[config.mk]
export PLATFORM = sky130hd
export DESIGN_NAME = fifo_w_ctrl
export DESIGN_NICKNAME = d
export VERILOG_FILES = /design/src/rtl/fifo_w_ctrl.sv
export SDC_FILE = /design/constraint.sdc
export NUM_CORES = 1
export LEC_CHECK = 0
export CAP_MARGIN = 5
export CORE_MARGIN = 2
export CORE_UTILIZATION = 29
export CTS_CLUSTER_DIAMETER = 60
export CTS_CLUSTER_SIZE = 25
export DETAILED_ROUTE_END_ITERATION = 8
export PLACE_DENSITY = 0.63
export SLEW_MARGIN = 20
export SYNTH_ARGS = -nofsm -noshare
export SYNTH_HDL_FRONTEND = slang
export SYNTH_SLANG_ARGS = --single-unit
[constraint.sdc]
create_clock -name clk -period 2.9 [get_ports clk]
set_input_delay 0.435 -clock clk [delete_from_list [all_inputs] [get_ports clk]]
set_output_delay 0.435 -clock clk [all_outputs]
set_load 0.02 [all_outputs]
[src/rtl/fifo_w_ctrl.sv]
// Write-side FIFO controller: accepts producer words, issues push strobe + write pointer, derives Full/Empty.
// Latency: word accepted in cycle N is pushed (push=1, wr_data) in N+1; address advances in N+2.
// Backpressure: accept is dropped combinationally whenever the pending write would leave the FIFO full.
// Optional build macro FIFO_W_OVF_EN adds a sticky overflow flag and a saturating reject counter.
module fifo_w_ctrl #(
    parameter int DEEP  = 8,
    parameter int WIDTH = 8
) (
    input  logic             clk,
    input  logic             rst_n,
    input  logic             en,
    input  logic [WIDTH-1:0] din,
    input  logic [DEEP:0]    rd_address,
    output logic             accept,
    output logic             push,
    output logic [DEEP:0]    address,
    output logic [WIDTH-1:0] wr_data,
    output logic             Full,
    output logic             Empty
`ifdef FIFO_W_OVF_EN
    ,
    output logic             ovf,
    output logic [7:0]       ovf_cnt
`endif
);

    // State encoding kept as plain constants so the 2-bit codes stay visible
    // to the read-side FSM designers; 2'b11 is unused and recovers to WAIT.
    localparam logic [1:0] ST_WAIT = 2'd0;
    localparam logic [1:0] ST_FULL = 2'd1;
    localparam logic [1:0] ST_PUSH = 2'd2;

    localparam logic [DEEP:0] PTR_ONE = {{DEEP{1'b0}}, 1'b1};

    logic [1:0]       state_q;
    logic [1:0]       state_d;
    logic [DEEP:0]    addr_q;
    logic [DEEP:0]    addr_d;
    logic [WIDTH-1:0] wr_data_q;
    logic [WIDTH-1:0] wr_data_d;
    logic [DEEP:0]    addr_inc;
    logic             full_nx;

    // Pointers are equal in the index bits but differ in the wrap bit when
    // the writer is exactly one lap ahead of the reader.
    function automatic logic ptr_full(input logic [DEEP:0] wp, input logic [DEEP:0] rp);
        return (wp[DEEP] != rp[DEEP]) && (wp[DEEP-1:0] == rp[DEEP-1:0]);
    endfunction

    assign addr_inc = addr_q + PTR_ONE;

    // Status flags reflect only committed writes (registered pointer).
    always_comb begin
        Full  = ptr_full(addr_q, rd_address);
        Empty = (addr_q == rd_address);
    end

    // Look-ahead fullness: a push in flight this cycle counts as already written.
    always_comb begin
        full_nx = Full;
        if (state_q == ST_PUSH) begin
            full_nx = ptr_full(addr_inc, rd_address);
        end
    end

    // Producer handshake and the data register's next value.
    always_comb begin
        accept    = en & ~full_nx;
        wr_data_d = wr_data_q;
        if (accept) begin
            wr_data_d = din;
        end
    end

    // Next-state decision is the same from every legal state; the unused code recovers to WAIT.
    always_comb begin
        state_d = ST_WAIT;
        case (state_q)
            ST_WAIT, ST_FULL, ST_PUSH: begin
                if (full_nx) begin
                    state_d = ST_FULL;
                end else if (en) begin
                    state_d = ST_PUSH;
                end else begin
                    state_d = ST_WAIT;
                end
            end
            default: state_d = ST_WAIT;
        endcase
    end

    // The write pointer commits the word being pushed this cycle.
    always_comb begin
        addr_d = addr_q;
        if (state_q == ST_PUSH) begin
            addr_d = addr_inc;
        end
    end

    // State, pointer and data registers; reset drops any pending push uncommitted.
    always_ff @(posedge clk) begin
        if (!rst_n) begin
            state_q   <= ST_WAIT;
            addr_q    <= '0;
            wr_data_q <= '0;
        end else begin
            state_q   <= state_d;
            addr_q    <= addr_d;
            wr_data_q <= wr_data_d;
        end
    end

    assign push    = (state_q == ST_PUSH);
    assign address = addr_q;
    assign wr_data = wr_data_q;

`ifdef FIFO_W_OVF_EN
    logic       ovf_q;
    logic [7:0] ovf_cnt_q;
    logic       reject;

    assign reject = en & ~accept;

    // Sticky overflow flag and saturating count of producer cycles that were refused.
    always_ff @(posedge clk) begin
        if (!rst_n) begin
            ovf_q     <= 1'b0;
            ovf_cnt_q <= 8'd0;
        end else if (reject) begin
            ovf_q <= 1'b1;
            if (ovf_cnt_q != 8'hFF) begin
                ovf_cnt_q <= ovf_cnt_q + 8'd1;
            end
        end
    end

    assign ovf     = ovf_q;
    assign ovf_cnt = ovf_cnt_q;
`endif

endmodule
Figure 1. Logic cells by family (run 1).
(8 px per um)
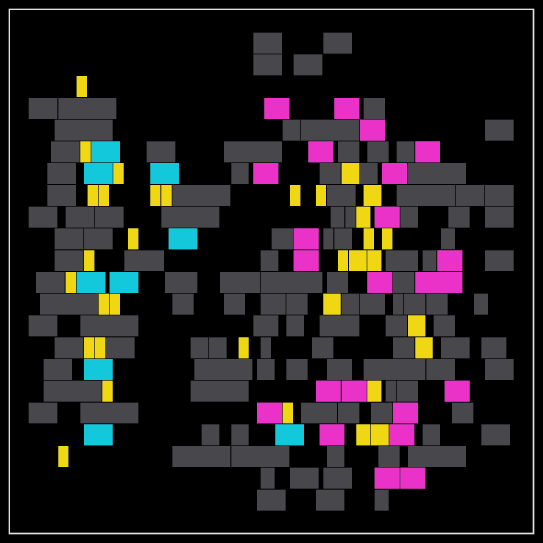
legend:
  multiplexers:
    color: cyan
    cells: 9
  XOR/XNOR gates:
    color: magenta
    cells: 22
  NAND gates:
    color: yellow
    cells: 34

Figure 2. Wiring by layer (run 1).
(6 px per um) Only two layers are drawn.
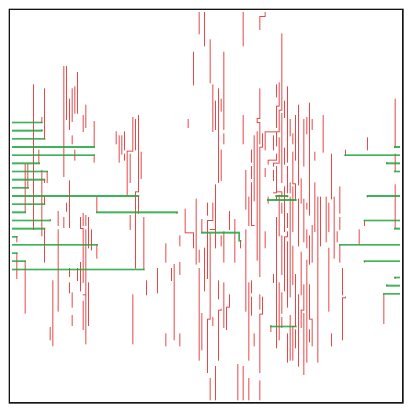
legend:
  met3:
    color: green
    wire_length: 216 um
  met2:
    color: red
    wire_length: 1330 um

==> Slide: Implementation Results, run 1 <==
Key Metrics from the Run

Outcome
  – Status: finished clean

Worst setup path
  – Reg2reg end: state_q[1]
  – Biggest cell delay along the critical path: 560 ps
  – Timing endpoint of the critical path: accept
  – Worst path slowest cell: sky130_fd_sc_hd__or4_4
  – Worst reg2reg path startpoint: address[4]
  – Crit-path max FO: 2

Yosys
  – Number of nets produced by synthesis: 148
  – Mapped Area: 1090 um^2
  – Post-synthesis share of cell area spent on and-or and or-and gates: 0.0470
  – Ys cells: 127
  – Post-synthesis share of cell area spent on and, or, nand and nor gates: 0.288
  – Commonest cells in the synthesized netlist: sky130_fd_sc_hd__nand2_1, sky130_fd_sc_hd__dfxtp_1, sky130_fd_sc_hd__xnor2_1
  – Count leader, synth: sky130_fd_sc_hd__nand2_1
  – Number of library cell types mapped by synthesis: 29

Floorplanning
  – Row count: 22
  – Count of pins on the block boundary: 41

Finish
  – Largest register FFs: 9
  – Final standard cell count with taps included and fillers excluded: 228
  – Clock-cell share of area: 0.0291
  – NumNets Final: 202

Routing
  – Post-DR wirelength/cell: 12.4 um
  – DRC: 0
  – Total number of vias: 1038

Power and ir drop
  – Net load switching power: 0.159 mW
  – Worst ir drop on vdd: 0.303 mV
  – Top Consumer: sequential cells

Clock network
  – Max clock buf depth: 2
  – Number of clock sinks: 19

Global routing
  – Maximum number of pins on one net before global-route repair: 28

Hold path
  – Hold Crit Endpoint: wr_data[6]
Figure 3. Track usage over the die (run 1).
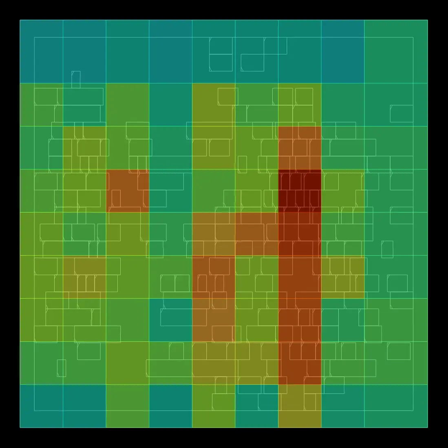
GR met3 Demand/Resource: 0.0497
global router's overall resource usage: 0.133
global routing met1 resource utilization: 0.154
global routing usage on met2: 0.235
core occupancy in the finished layout: 0.461

Figure 4. Zoomed window (run 1).
Region (18, 31) to (48, 61) um. Cells in gray, sequential cells in the stronger gray; small squares are vias.
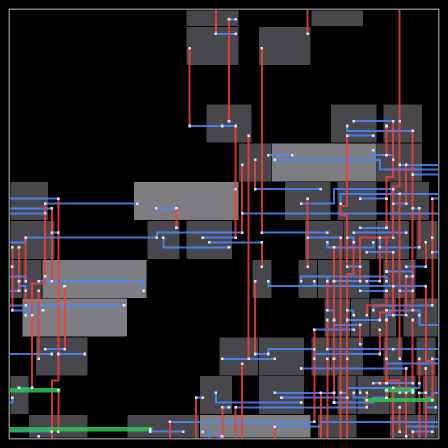
legend:
  met3:
    color: green
  met1:
    color: blue
  met2:
    color: red
most frequent: xnor2_1 (8), nand2_1 (7), buf_4 (5)
netlist names of flops here include: address (3), wr_data (2)
cells with their middle in the window: 48
sequential cells in the window: 5

--- run 2 (diff from run 1) ---
--- a/config.mk
+++ b/config.mk
@@ -11,6 +11,7 @@
 export CTS_CLUSTER_DIAMETER = 60
 export CTS_CLUSTER_SIZE = 25
 export DETAILED_ROUTE_END_ITERATION = 8
+export GPL_TIMING_DRIVEN = 1
 export PLACE_DENSITY = 0.63
 export SLEW_MARGIN = 20
 export SYNTH_ARGS = -nofsm -noshare
Figure 5. Met1 routing (run 2).
(6 px per um) Supply wires on this layer in gray.
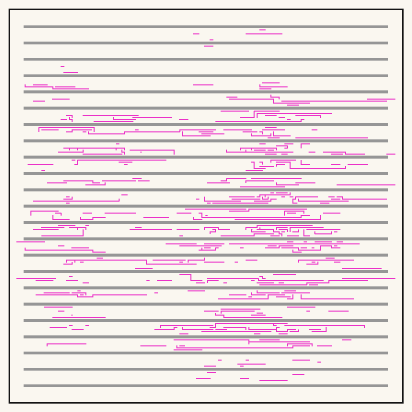
main direction: horizontal
wire length on this layer: 1280 um
nets with wire on the layer: 172
longest straight run: 21.6 um

==> run 2 against run 1 <==
Against the previous run: hold slack did not move; clock skew did not move; synthesized area did not move; critical path depth did not move; core utilization did not move; combinational power barely moved; synthesized cell count did not move; critical path type unchanged; highest routed layer unchanged.
==> Slide: Implementation Results, run 2 <==
Key Metrics from the Run

Routing
  – DRC: 0 (unchanged)
  – Total number of vias: 1038 (unchanged)
  – Post-DR wirelength/cell: 12.4 um (unchanged)
  – Top Metal Used: met3

Yosys
  – Mapped Area: 1090 um^2 (unchanged)
  – Area share of the largest cell type after synthesis: 0.349
  – Post-synthesis share of cell area spent on and-or and or-and gates: 0.0470 (unchanged)
  – Count leader, synth: sky130_fd_sc_hd__nand2_1
  – Ys cells: 127 (unchanged)
  – Number of library cell types mapped by synthesis: 29 (unchanged)
  – Count of state elements after synthesis: 19
  – Post-synthesis share of cell area spent on and, or, nand and nor gates: 0.288 (unchanged)
  – Number of nets produced by synthesis: 148 (unchanged)

Finish
  – Filler cell count in the final layout: 366
  – Clock-cell share of area: 0.0291 (unchanged)
  – Core occupancy in the finished layout: 0.461 (unchanged)
  – Final standard cell count with taps included and fillers excluded: 228 (unchanged)
  – Logic area: 668 um^2
  – NumNets Final: 202 (unchanged)

Global routing
  – Maximum number of pins on one net before global-route repair: 28 (unchanged)
  – Global routing usage on met2: 0.235 (unchanged)
  – Global router's overall resource usage: 0.133 (unchanged)
  – Global routing met1 resource utilization: 0.154 (unchanged)
  – GR met3 Demand/Resource: 0.0497 (unchanged)

Outcome
  – Status: finished clean

Worst setup path
  – Timing endpoint of the critical path: accept
  – Worst reg2reg path startpoint: address[4]
  – Buf/Inv on CP: 1
  – Worst path slowest cell: sky130_fd_sc_hd__or4_4
  – Biggest cell delay along the critical path: 560 ps (about the same)
  – Crit-path max FO: 2 (unchanged)

Clock network
  – Number of clock sinks: 19 (unchanged)

Power and ir drop
  – Net load switching power: 0.159 mW (unchanged)
  – Pwr dens: 355 nW/um^2
  – Top Consumer: sequential cells
  – Worst ir drop on vdd: 0.303 mV (unchanged)

Hold path
  – Hold Crit Endpoint: wr_data[6]

Floorplanning
  – Count of pins on the block boundary: 41 (unchanged)
Power and IR drop assume default switching activity.
